<file path="src/rtl/ft600_tx_stream.sv">
// ft600_tx_stream: FT600/FT601 245-sync write engine with input FIFO, TXE_N back-pressure and pattern mode
module ft600_tx_stream #(
    parameter int DATA_W     = 16,
    parameter int BE_W       = DATA_W / 8,
    parameter int FIFO_DEPTH = 16,
    parameter int LVL_W      = $clog2(FIFO_DEPTH) + 1
) (
    input  logic              ftdi_clk,
    input  logic              rst_n,
    input  logic [DATA_W-1:0] s_tdata,
    input  logic [BE_W-1:0]   s_tkeep,
    input  logic              s_tvalid,
    output logic              s_tready,
    input  logic              pattern_en,
    input  logic              ftdi_txe_n,
    output logic              ftdi_wr_n,
    output logic [DATA_W-1:0] ftdi_data_o,
    output logic [BE_W-1:0]   ftdi_be_o,
    output logic              ftdi_data_oe,
    output logic              ftdi_oe_n,
    output logic              ftdi_rd_n,
    output logic [LVL_W-1:0]  fifo_level,
    output logic [31:0]       words_sent
);
    localparam int AW = $clog2(FIFO_DEPTH);
    logic [BE_W+DATA_W-1:0] mem [FIFO_DEPTH];
    logic [AW-1:0]          wr_ptr, rd_ptr;
    logic [DATA_W-1:0]      pat_cnt;
    logic [LVL_W-1:0]       lvl_nxt;
    logic                   out_valid, nxt_valid, accept, load, push, pop, fifo_ne;
    assign ftdi_oe_n = 1'b1;
    assign ftdi_rd_n = 1'b1;
    always_comb begin
        accept    = !ftdi_wr_n && !ftdi_txe_n;
        load      = !out_valid || accept;
        fifo_ne   = fifo_level != '0;
        push      = s_tvalid && s_tready;
        pop       = load && !pattern_en && fifo_ne;
        nxt_valid = load ? (pattern_en || fifo_ne) : out_valid;
        lvl_nxt   = fifo_level + LVL_W'(push) - LVL_W'(pop);
    end
    always_ff @(posedge ftdi_clk)
        if (push) mem[wr_ptr] <= {s_tkeep, s_tdata};
    // the output stage only reloads once its word is gone, so a word refused by TXE_N is re-presented as is
    always_ff @(posedge ftdi_clk or negedge rst_n) begin
        if (!rst_n) begin
            wr_ptr       <= '0;
            rd_ptr       <= '0;
            fifo_level   <= '0;
            s_tready     <= 1'b0;
            ftdi_data_oe <= 1'b0;
            out_valid    <= 1'b0;
            ftdi_wr_n    <= 1'b1;
            ftdi_data_o  <= '0;
            ftdi_be_o    <= '0;
            pat_cnt      <= '0;
            words_sent   <= '0;
        end else begin
            wr_ptr       <= wr_ptr + AW'(push);
            rd_ptr       <= rd_ptr + AW'(pop);
            fifo_level   <= lvl_nxt;
            s_tready     <= lvl_nxt < LVL_W'(FIFO_DEPTH);
            ftdi_data_oe <= 1'b1;
            out_valid    <= nxt_valid;
            ftdi_wr_n    <= !(nxt_valid && !ftdi_txe_n);
            if (accept) words_sent <= words_sent + 32'd1;
            if (load && pattern_en) begin
                ftdi_data_o <= pat_cnt;
                ftdi_be_o   <= '1;
                pat_cnt     <= pat_cnt + DATA_W'(1);
            end else if (pop) begin
                {ftdi_be_o, ftdi_data_o} <= mem[rd_ptr];
            end
        end
    end
endmodule

</file>
<file path="config.mk">
export PLATFORM = sky130hd
export DESIGN_NAME = ft600_tx_stream
export DESIGN_NICKNAME = d
export VERILOG_FILES = /design/src/rtl/ft600_tx_stream.sv
export SDC_FILE = /design/constraint.sdc
export NUM_CORES = 1
export LEC_CHECK = 0
export ABC_AREA = 1
export CORE_MARGIN = 2
export CORE_UTILIZATION = 55
export DETAILED_ROUTE_END_ITERATION = 10
export PLACE_DENSITY_LB_ADDON = 0.05
export RECOVER_POWER = 50
export SETUP_SLACK_MARGIN = 0.1
export SLEW_MARGIN = 10
export SYNTH_ARGS = -nofsm -noshare
export SYNTH_HDL_FRONTEND = slang
export SYNTH_SLANG_ARGS = --single-unit
</file>
<file path="constraint.sdc">
create_clock -name ftdi_clk -period 3.56 [get_ports ftdi_clk]
set_input_delay 0.534 -clock ftdi_clk [delete_from_list [all_inputs] [get_ports ftdi_clk]]
set_output_delay 0.534 -clock ftdi_clk [all_outputs]
set_load 0.02 [all_outputs]
</file>
==> flow_summary_export.csv <==
group,metric,value,unit
global_route,grt_pass1_wl,59840,microns
layout,logic_gates,1078,
sta,setup_tns,0,ps
global_route,overflow,0,
synthesis,ys_sh_simple,0.2439,
layout,antennaDiodeCount,0,
setup_path,worstReg2RegEnd,"fifo_level[4]",
cts,path_clk_slew,60,ps
layout,n_clock_buffer,55,
global_route,grt_max_degree,124,
layout,buffer_area_frac,0.05728,
worst_hold_path,hold_path_class,"input port to asynchronous set/reset pin",
pwr,leakagePower,7.661,nW
synthesis,synth.area.top_cells,"edfxtp_1 (53%), nand2_1 (15%), dfrtp_1 (13%), nand3_1 (4.8%), nor2_1 (2.8%)",
layout,largest_reg_flops,288,
sta,slew_violations,30,
pwr,power_frac_comb,0.322,
cts,cts_resized,0,
layout,area_growth,14.55,%
setup_path,reg2reg_from,"ftdi_wr_n",
synthesis,aoi_share,0.02449,
layout,dominant_cells,"flip-flops and latches",
global_route,busiest_layer,"met2",
status,outcome,"finished, violations left",
pwr,p_sw_frac,0.3628,
setup_path,crit_buf_inv,4,
cts,post_cts_buffers,0,
synthesis,synthFlopType,"edfxtp_1",
layout,comb_area,4856,sq um
layout,clock_cell_area_share,0.06334,
placed_design,place_ws,443.9,ps
sta,rsz0062_at_grt,"false",
pwr,peakVddDrop,409.6,uV
sta,final-hold-violation-count,0,
setup_path,cp_top_family,"adder cells",
placed_design,place_inst,2070,
setup_path,cp_max_fo,15,
die,die_h,176.7,microns
status,violations,"max-capacitance violations, max-slew violations",
synthesis,ys_cells,1633,
cts,cts_hold_buffers,0,
sta,post-route-min-period,2731,ps
detailed_routing,dr.pass1.iters,5,
synthesis,ys_sh_mux,0,
synthesis,synthTopLogicFamily,"simple AND/OR/NAND/NOR gates",
pwr,maxPowerGroup,"sequential cells",
pwr,power_sequential,5.56,mW
cts,clockBufferDepth,3,
synthesis,ys_seq_frac,0.6540,
setup_path,critPathKind,"input port to flop",
setup_path,path_common_cell,"inv_1",
die,die_area,31220,sq um
pwr,powerComb,4.44,mW
setup_path,cp-end-kind,"flop",
sta,setup_ws,829.0,ps
detailed_routing,drc_errors,0,
job,max-cap-violations,1,
placed_design,place_area,17640,sq um
setup_path,rr_worst_depth,13,
pwr,p_int,8.789,mW
pwr,power_switching,5.005,mW
layout,regMostFlops,"mem",
==> images/final_placement.png <==
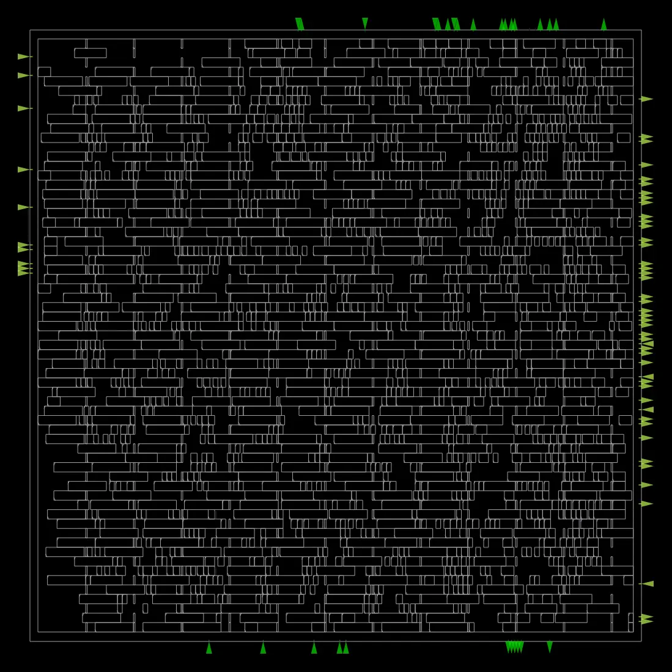
flop count: 371
row cnt: 63
Tap Cells: 390
fin cells: 2,139
fillcell total: 2,392

==> images/cell_classes.png <==
Fill, decap, tap and diode cells in grey.
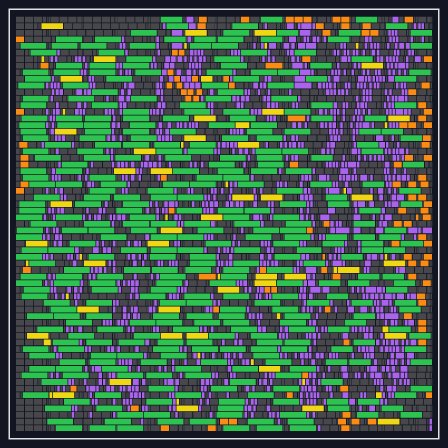
- purple: all other logic (cells 1,196)
- green: flip-flops (cells 371)
- orange: other buffers and delay cells (cells 113)
- yellow: clock drivers and dummy loads (cells 69)
fin util: 0.6373
fraction of area in registers: 0.5712
Core Area: 29,480 sq um
final non-filler cell area: 18,790 sq um

==> images/met2.png <==
Cells faint in the background.
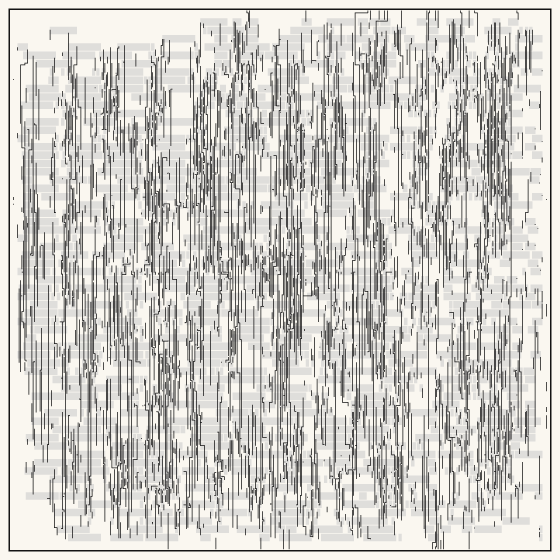
- main direction: vertical
- share of all routed wire: 47%
GRT met2 Usage: 0.4108
total wire length: 38,570 microns
Vias: 11,395

==> images/port_nets.png <==
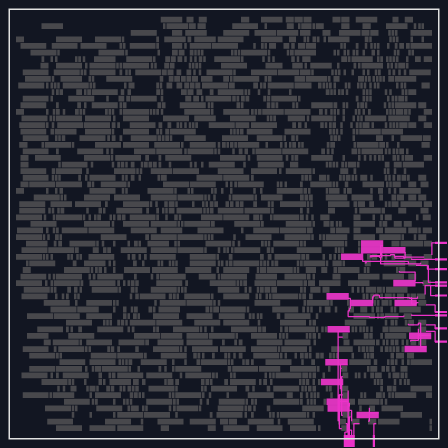
- magenta: ftdi_data_o (direction output; edge 10 right, 6 bottom; end cells 16; wire 443 microns)
Buffers on Ports: 80
Ports: 83

==> images/met3.png <==
Bar = 50 microns.
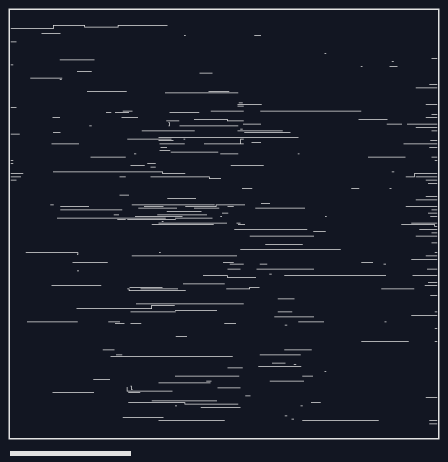
- nets with wire on the layer: 132
- longest straight run: 57.5 microns
- wire length on this layer: 2,410 microns
- share of all routed wire: 6.3%
- main direction: horizontal

No activity file was given, so power comes from the tool's default toggle rates.
